### src/rtl/axi4lite_apb_master.sv
// AXI4-Lite slave front end that turns each accepted write or read into a
// single APB3/APB4 transfer (SETUP then ACCESS). One transaction is in flight
// at a time. Writes and reads are arbitrated round-robin.
//
// Handshake semantics (all AXI channels): a transfer happens on a rising clk
// edge where valid and ready are both 1. Ready never depends on the matching
// valid. A valid, once raised, is held with stable payload until that edge.
module axi4lite_apb_master #(
   parameter int DATAWIDTH = 32,
   parameter int ADDRWIDTH = 32
) (
   input  logic                     clk,
   input  logic                     rst,
   // write address channel
   input  logic [ADDRWIDTH-1:0]     awaddr,
   input  logic [2:0]               awprot,
   input  logic                     awvalid,
   output logic                     awready,
   // write data channel
   input  logic [DATAWIDTH-1:0]     wdata,
   input  logic [DATAWIDTH/8-1:0]   wstrb,
   input  logic                     wvalid,
   output logic                     wready,
   // write response channel
   output logic [1:0]               bresp,
   output logic                     bvalid,
   input  logic                     bready,
   // read address channel
   input  logic [ADDRWIDTH-1:0]     araddr,
   input  logic [2:0]               arprot,
   input  logic                     arvalid,
   output logic                     arready,
   // read data channel
   output logic [DATAWIDTH-1:0]     rdata,
   output logic [1:0]               rresp,
   output logic                     rvalid,
   input  logic                     rready,
   // APB master port
   output logic [ADDRWIDTH-1:0]     paddr,
   output logic [2:0]               pprot,
   output logic                     psel,
   output logic                     penable,
   output logic                     pwrite,
   output logic [DATAWIDTH-1:0]     pwdata,
   output logic [DATAWIDTH/8-1:0]   pstrb,
   input  logic                     pready,
   input  logic [DATAWIDTH-1:0]     prdata,
   input  logic                     pslverr
);

   localparam int STRBWIDTH = DATAWIDTH / 8;

   typedef enum logic [2:0] {
      IDLE   = 3'd0,
      SETUP  = 3'd1,
      ACCESS = 3'd2,
      WRESP  = 3'd3,
      RRESP  = 3'd4
   } state_t;

   state_t                 state;

   // one-entry holding registers per request channel
   logic                   aw_full;
   logic [ADDRWIDTH-1:0]   aw_addr;
   logic [2:0]             aw_prot;
   logic                   w_full;
   logic [DATAWIDTH-1:0]   w_data;
   logic [STRBWIDTH-1:0]   w_strb;
   logic                   ar_full;
   logic [ADDRWIDTH-1:0]   ar_addr;
   logic [2:0]             ar_prot;

   // 1 = a read gets priority when both directions are eligible
   logic                   prio_read;

   logic                   wr_elig;
   logic                   rd_elig;
   logic                   pick_write;
   logic                   is_idle;

   assign is_idle    = (state == IDLE);
   assign wr_elig    = aw_full & w_full;
   assign rd_elig    = ar_full;
   assign pick_write = wr_elig & (~rd_elig | ~prio_read);

   // Readies are decoded from state and entry flags only; held low while rst
   // is asserted so every output reads 0 during reset.
   assign awready = ~rst & is_idle & ~aw_full;
   assign wready  = ~rst & is_idle & ~w_full;
   assign arready = ~rst & is_idle & ~ar_full;

   // Request capture, arbitration, APB sequencing and AXI responses.
   always_ff @(posedge clk) begin
      if (rst) begin
         state     <= IDLE;
         aw_full   <= 1'b0;
         aw_addr   <= '0;
         aw_prot   <= '0;
         w_full    <= 1'b0;
         w_data    <= '0;
         w_strb    <= '0;
         ar_full   <= 1'b0;
         ar_addr   <= '0;
         ar_prot   <= '0;
         prio_read <= 1'b0;
         paddr     <= '0;
         pprot     <= '0;
         psel      <= 1'b0;
         penable   <= 1'b0;
         pwrite    <= 1'b0;
         pwdata    <= '0;
         pstrb     <= '0;
         bresp     <= '0;
         bvalid    <= 1'b0;
         rdata     <= '0;
         rresp     <= '0;
         rvalid    <= 1'b0;
      end else begin
         // loads only happen in IDLE, so they never collide with the
         // entry release in ACCESS below
         if (awvalid && awready) begin
            aw_full <= 1'b1;
            aw_addr <= awaddr;
            aw_prot <= awprot;
         end
         if (wvalid && wready) begin
            w_full <= 1'b1;
            w_data <= wdata;
            w_strb <= wstrb;
         end
         if (arvalid && arready) begin
            ar_full <= 1'b1;
            ar_addr <= araddr;
            ar_prot <= arprot;
         end

         case (state)
            IDLE: begin
               if (pick_write) begin
                  paddr  <= aw_addr;
                  pprot  <= aw_prot;
                  pwrite <= 1'b1;
                  pwdata <= w_data;
                  pstrb  <= w_strb;
                  psel   <= 1'b1;
                  state  <= SETUP;
               end else if (rd_elig) begin
                  // pwdata keeps its previous value on reads
                  paddr  <= ar_addr;
                  pprot  <= ar_prot;
                  pwrite <= 1'b0;
                  pstrb  <= '0;
                  psel   <= 1'b1;
                  state  <= SETUP;
               end
            end
            SETUP: begin
               penable <= 1'b1;
               state   <= ACCESS;
            end
            ACCESS: begin
               if (pready) begin
                  psel      <= 1'b0;
                  penable   <= 1'b0;
                  // the direction just served loses the next tie
                  prio_read <= pwrite;
                  if (pwrite) begin
                     aw_full <= 1'b0;
                     w_full  <= 1'b0;
                     bresp   <= pslverr ? 2'b10 : 2'b00;
                     bvalid  <= 1'b1;
                     state   <= WRESP;
                  end else begin
                     ar_full <= 1'b0;
                     rdata   <= prdata;
                     rresp   <= pslverr ? 2'b10 : 2'b00;
                     rvalid  <= 1'b1;
                     state   <= RRESP;
                  end
               end
            end
            WRESP: begin
               if (bready) begin
                  bvalid <= 1'b0;
                  state  <= IDLE;
               end
            end
            RRESP: begin
               if (rready) begin
                  rvalid <= 1'b0;
                  state  <= IDLE;
               end
            end
            default: state <= IDLE;
         endcase
      end
   end

endmodule
### config.mk
export PLATFORM = sky130hd
export DESIGN_NAME = axi4lite_apb_master
export DESIGN_NICKNAME = d
export VERILOG_FILES = /design/src/rtl/axi4lite_apb_master.sv
export SDC_FILE = /design/constraint.sdc
export NUM_CORES = 1
export LEC_CHECK = 0
export CAP_MARGIN = 20
export CORE_MARGIN = 8
export CORE_UTILIZATION = 46
export CTS_BUF_LIST = sky130_fd_sc_hd__clkbuf_16
export DETAILED_ROUTE_END_ITERATION = 10
export HOLD_SLACK_MARGIN = 0.05
export PLACE_DENSITY_LB_ADDON = 0.3
export SLEW_MARGIN = 20
export SYNTH_ARGS = -nofsm -noshare
export SYNTH_HDL_FRONTEND = slang
export SYNTH_SLANG_ARGS = --single-unit
### constraint.sdc
create_clock -name clk -period 2.15 [get_ports clk]
set_clock_uncertainty 0.2 [all_clocks]
set_input_delay 0.43 -clock clk [delete_from_list [all_inputs] [get_ports clk]]
set_output_delay 0.43 -clock clk [all_outputs]
set_load 0.05 [all_outputs]
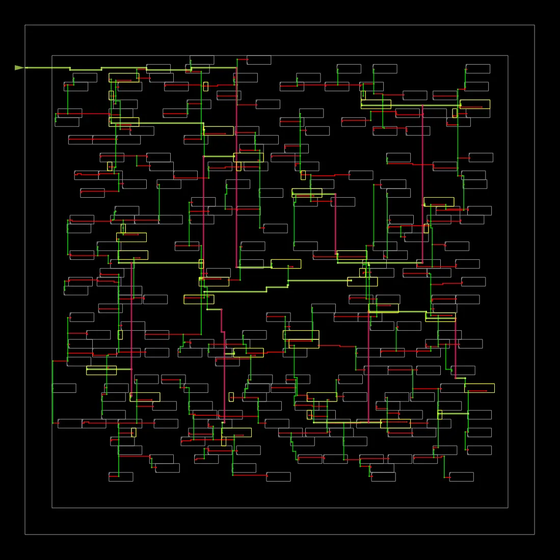
Fig. 1. Clock routing (run 1).
Clock Buffer Count: 25
seq_cells: 223
worst skew pair latency: 0.51 ns
Clock Sinks: 223

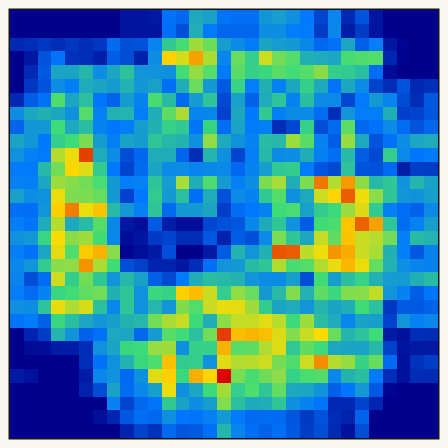
Fig. 2. Routed metal per tile (run 1).
The die is cut into 31 by 31 equal tiles; dark blue is low, red is high, scaled to the fullest tile. Values are wire area over tile area, all layers added.
The densest ninth of the die: south. The fullest tile reaches 0.65. 21% of the tiles are over half the peak. The mean over all tiles is 0.21.
final WL: 31000 um
Avg WL per Cell: 19.6 um

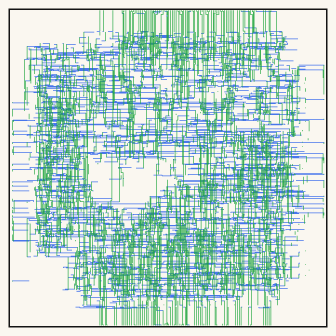
Fig. 3. Wiring by layer (run 1).
Only two layers are drawn.
Key: green = M2 [wire length 14200 um]; blue = M1 [wire length 12700 um]
total track usage: 24.3%
via count: 9355

==> summary.txt, run 1 <==
run metrics: Worst slew margin 54.9%, critical path type flop to output port, Clock Path Buffers 3, Max Cap Viol 0, PwrDens ~1100 mW/mm^2, Die Y 156 um, Synth-to-Final Area Change 39.4%, setup violators final 3, Main logic family AND-OR/OR-AND gates, fillers roughly 1700, dominant synthesized flop cell dfxtp_1, Max IR drop VDD 0.777 mV, YS chip area 0.00905 mm^2, crit path cell chain or4_4 -> nor2_4 -> buf_12, Cells after DPL ~1500, Worst path slowest cell or4_4, Hold Path Sink rdata[1], largest net degree at the start of global routing 105, met3 Use GR 6.43%, # Cells Yosys 1096, first-pass GRT wire length 48800 um, Worst Path Arrival 1.76 ns, area leader, netlist dfxtp_1, Seq area share 35.4%, GRT overflow 0, sequential power share 36.4%, Reg-to-Reg End ar_addr[4], top-count cell post-synth dfxtp_1, top area cells in the synthesized netlist dfxtp_1 (49%), a21oi_1 (12%), o21ai_0 (10%), Layout Utilization about two thirds, post-route setup TNS -0.680 ns, Post-Syn Area 0.00905 mm^2, number of logic gates 732, Post-Layout Cell Count 1577, Placement Setup Slack about 0.016 ns, failing checks negative setup slack, WL met3 2930 um, worst-margin pin slew 0.676 ns, CP startpoint kind flop, row count 51, Total Power roughly 13 mW, Detail Route Antenna Nets 0, Adder Area Share 0%, and-or/or-and share of the synthesized area 29.2%, Clk power 3.80 mW, Root Buffer clkbuf_16, Synth Area per Inst between 8 and 9 um^2, NetSw 5.05 mW, Power Sequential between 4 and 5 mW, clk slew on worst S/H paths ~0.060 ns, number of global-route vias before repair 9169, # hold bufs at CTS 0, Post-layout nets 1439, Comb area share 32.0%, flip-flops with a built-in enable 0, met2 usage 37.6%, setup ws final -0.237 ns, CORE AREA 0.0194 mm^2, width of the die 156 um, Top cells excl fill/tap dfxtp_1 (222), a21oi_1 (220), o21ai_0 (181), P_comb 4.77 mW, highest cell delay on the worst timing path 0.61 ns, FP Core Util about 47%, gp weighted congestion around 0.84, H-tree Lvls 1, Setup crit end awready, yosys xor share 0%, Min-Delay Path Class primary input to flop, design area 0.0126 mm^2, LEAKAGE between 4 and 5 nW, Post-CTS Setup Bufs 2, sw frac 37.4%, Final Max Tran Viols 0, Pre-antenna DRT Iters 5, crit share post-route 111%, highest metal used met4, crit end category output port, Die Size 0.0244 mm^2, fin crit period 2.39 ns, Comb power frac about 35%, Resized cells post-CTS 46, Area after DPL 0.0119 mm^2, number of non-clock buffers in the layout 309, worst setup path startpoint state[0], Post-Synth Simple-Gate Area 14.7%, CP max FO 7, grt met1 use 31.3%, Final Hold Vio Count 0, Worst path depth 3, GRT Max-Usage Layer met2, total clock buffers created by CTS 24, Top-area cell share 49.3%, asr flop ratio synth 0%, Tool Warnings 33, Comb gate area 0.00404 mm^2, share of cells above drive strength 1 approximately an eighth, Tap Cells 265, Hold Crit Depth 3, post-DP HPWL 19700 um, R2R depth 4, num ports approximately 260, routed wire length on met2 14200 um, largest power group sequential cells, vias per cell 5.93, status finished with violations, clock share of power 28.2%, fmax 0.419 GHz
==> run 1 -> run 2 <==
--- a/config.mk
+++ b/config.mk
@@ -5,7 +5,7 @@
 export SDC_FILE = /design/constraint.sdc
 export NUM_CORES = 1
 export LEC_CHECK = 0
-export CAP_MARGIN = 20
+export CAP_MARGIN = 10
 export CORE_MARGIN = 8
 export CORE_UTILIZATION = 46
 export CTS_BUF_LIST = sky130_fd_sc_hd__clkbuf_16
==> summary.txt, run 2 <==
run metrics: Post-Syn Area about 0.009 mm^2, number of global-route vias before repair 9169, asr flop ratio synth 0%, Clock Buffer Count 25, Comb power frac 35.4%, worst setup path startpoint state[0], critical path type flop to output port, # hold bufs at CTS 0, largest power group sequential cells, R2R depth 4, CP max FO 7, Power Sequential around 5 mW, Clock Path Buffers 3, # Cells Yosys 1096, fin crit period 2.39 ns, met3 Use GR 6.43%, Comb area share 32.0%, Post-layout nets ~1400, Area after DPL 0.0119 mm^2, gp weighted congestion 0.842, met2 usage between 30 and 40%, Worst path depth 3, Worst path slowest cell or4_4, status finished with violations, Comb gate area roughly 0.004 mm^2, Avg WL per Cell 19.6 um, FP Core Util 46.6%, Top cells excl fill/tap dfxtp_1 (222), a21oi_1 (220), o21ai_0 (181), failing checks negative setup slack, Resized cells post-CTS 46, highest cell delay on the worst timing path slightly above 0.6 ns, setup ws final -0.237 ns, sw frac 37.4%, design area 0.0126 mm^2, via count 9355, P_comb between 4 and 5 mW, total track usage 24.3%, Worst slew margin 54.9%, Final Hold Vio Count 0, Top-area cell share 49.3%, routed wire length on met2 roughly 14000 um, Synth-to-Final Area Change 39.4%, vias per cell 5.93, Hold Path Sink rdata[1], Setup crit end awready, largest net degree at the start of global routing 105, PwrDens 1070 mW/mm^2, post-DP HPWL 19700 um, crit share post-route 111%, number of non-clock buffers in the layout 309, crit end category output port, GRT Max-Usage Layer met2, Placement Setup Slack 0.0157 ns, Cells after DPL approximately 1500, flip-flops with a built-in enable 0, Max Cap Viol 0, Min-Delay Path Class primary input to flop, width of the die 156 um, clock share of power 28.2%, Root Buffer clkbuf_16, setup violators final 3, dominant synthesized flop cell dfxtp_1
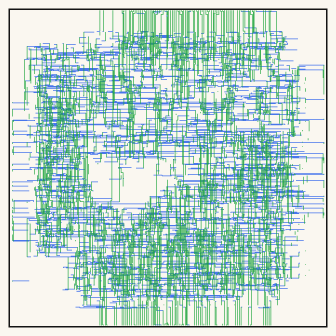
Fig. 4. Wiring by layer (run 2).
Only two layers are drawn.
Key: green = M2 [wire length 14200 um]; blue = M1 [wire length 12700 um]

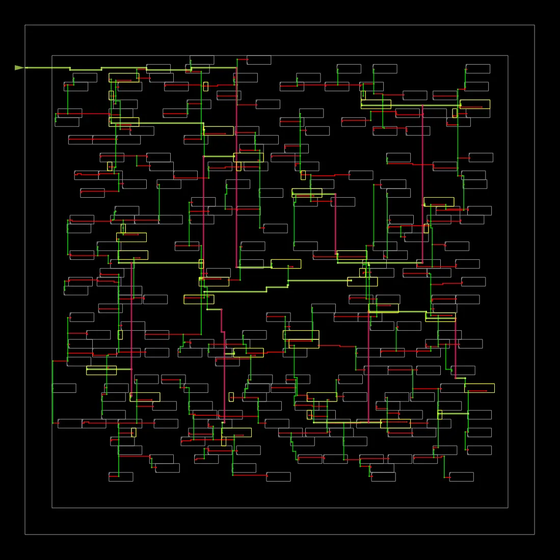
Fig. 5. Clock routing (run 2).
total clock buffers created by CTS: 24
Clk power: 3.80 mW

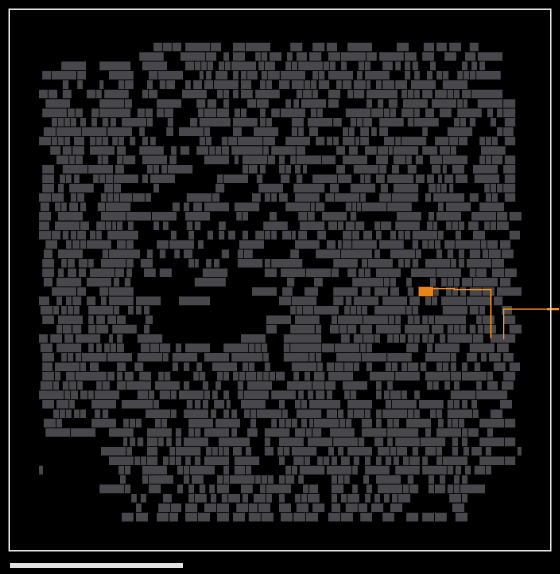
Fig. 6. Port wiring (run 2).
Bar = 50 um.
Key: orange = `arready` [bits 1, direction output, edge east, end cells 1, buffers 1, wire 53.8 um]
number of I/O port buffers: 259
num ports: 262

==> run 2 -> run 3 <==
--- a/config.mk
+++ b/config.mk
@@ -5,13 +5,15 @@
 export SDC_FILE = /design/constraint.sdc
 export NUM_CORES = 1
 export LEC_CHECK = 0
+export ABC_CLOCK_PERIOD_IN_PS = 2150
 export CAP_MARGIN = 10
 export CORE_MARGIN = 8
 export CORE_UTILIZATION = 46
 export CTS_BUF_LIST = sky130_fd_sc_hd__clkbuf_16
 export DETAILED_ROUTE_END_ITERATION = 10
+export DONT_BUFFER_PORTS = 1
 export HOLD_SLACK_MARGIN = 0.05
-export PLACE_DENSITY_LB_ADDON = 0.3
+export PLACE_DENSITY = 0.67
 export SLEW_MARGIN = 20
 export SYNTH_ARGS = -nofsm -noshare
 export SYNTH_HDL_FRONTEND = slang
==> summary.txt, run 3 <==
run metrics: Post-Synth Simple-Gate Area 14.7%, Reg-to-Reg End pwdata[5], Min-Delay Path Class primary input to flop, Tool Warnings 35, and-or/or-and share of the synthesized area 29.2%, Total Power 12.8 mW, gp weighted congestion 0.782, WHS -0.199 ns, Worst Path Arrival 1.79 ns, Worst path slowest cell or4_4, Seq area share 43.2%, P_comb between 3 and 4 mW, Layout Utilization roughly 53%, clk slew on worst S/H paths ~0.06 ns, Post-CTS Setup Bufs 1, Adder Area Share 0%, YS chip area 0.00905 mm^2, Cells after DPL around 1300, NetSw around 4.9 mW, Clock Path Buffers 3, highest cell delay on the worst timing path 0.61 ns, asr flop ratio synth 0%, Hold Path Sink rdata[15], seq_cells 223, failing checks negative hold slack, negative setup slack, Comb gate area 0.00404 mm^2, Setup crit end wready, Synth Area per Inst between 8 and 9 um^2, sw frac 38.4%, top-count cell post-synth dfxtp_1, Comb area share 39.0%, top area cells in the synthesized netlist dfxtp_1 (49%), a21oi_1 (12%), o21ai_0 (10%), Clock Buffer Count 25, fillers between 1500 and 2000, share of cells above drive strength 1 8.62%, crit share post-route 112%, design area 0.0103 mm^2, Die Y 156 um, num ports around 260, status finished with violations, CORE AREA 0.0194 mm^2, H-tree Lvls 1, critical path type flop to output port, setup ws final -0.267 ns, width of the die between 150 and 200 um, Synth-to-Final Area Change 14.3%, PwrDens around 1200 mW/mm^2, Resized cells post-CTS 3, Clock Sinks between 200 and 250, # hold bufs at CTS 5, LEAKAGE 3.23 nW, Detail Route Antenna Nets 0, Post-Layout Cell Count 1332, Post-layout nets 1198, Max IR drop VDD 0.828 mV, largest net degree at the start of global routing 226, Pre-antenna DRT Iters 5, worst setup path startpoint state[0], FP Core Util 46.6%, dominant synthesized flop cell dfxtp_1, area leader, netlist dfxtp_1, met2 usage about a third, CP startpoint kind flop, Worst slew margin 57.1%, Worst path depth 3, Max Cap Viol 0, Power Sequential 5.82 mW, Tap Cells about 270, vias per cell 6.30, Avg WL per Cell roughly 22 um, crit path cell chain or4_4 -> nor2_4 -> buf_12, Top cells excl fill/tap dfxtp_1 (221), a21oi_1 (220), o21ai_0 (181), fmax 0.414 GHz, clock share of power 30.4%, Final Hold Vio Count 145, Die Size about 0.024 mm^2, Post-Syn Area 0.00905 mm^2, number of global-route vias before repair slightly below 8000, Top-area cell share 49.3%, first-pass GRT wire length 44900 um, GRT overflow 0, setup violators final 3, sequential power share 45.4%, GRT Max-Usage Layer met2, Placement Setup Slack 0.175 ns, grt met1 use 27.9%, Area after DPL between 0.009 and 0.01 mm^2, yosys xor share 0%, worst-margin pin slew 0.643 ns, highest metal used met5, row count approximately 51, CP max FO 6, Main logic family AND-OR/OR-AND gates, WL met3 approximately 3100 um, Final Max Tran Viols 0, # Cells Yosys 1096, post-route setup TNS -0.750 ns
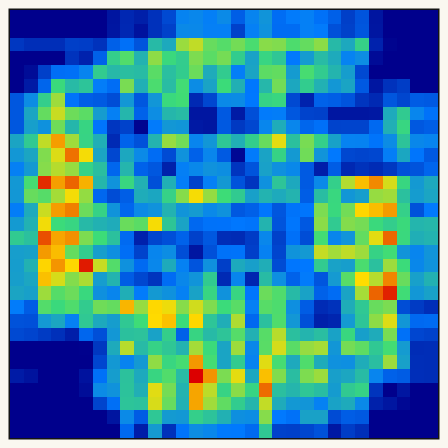
Fig. 7. Routed metal per tile (run 3).
The die is cut into 31 by 31 equal tiles; dark blue is low, red is high, scaled to the fullest tile. Values are wire area over tile area, all layers added.
20% of the tiles are over half the peak. The mean over all tiles is 0.20. The fullest tile reaches 0.62. 11% of the tiles are nearly empty.
final WL: 29300 um
total track usage: 22.5%

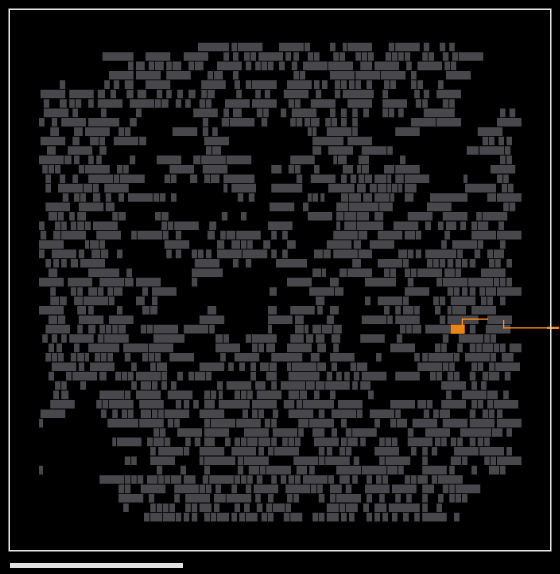
Fig. 8. Port wiring (run 3).
Bar = 50 um.
Key: orange = `arready` [bits 1, direction output, edge east, end cells 1, buffers 1, wire 25.4 um]
number of I/O port buffers: 0

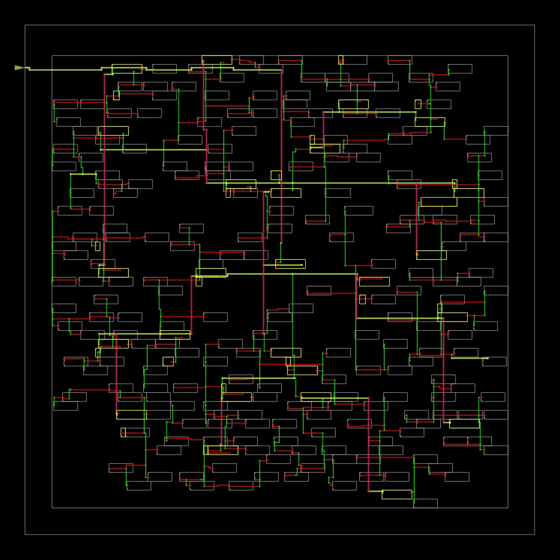
Fig. 9. Clock routing (run 3).
worst skew pair latency: 0.53 ns
total clock buffers created by CTS: 25
Clk power: 3.90 mW

Power is estimated from default activity; no workload was simulated.
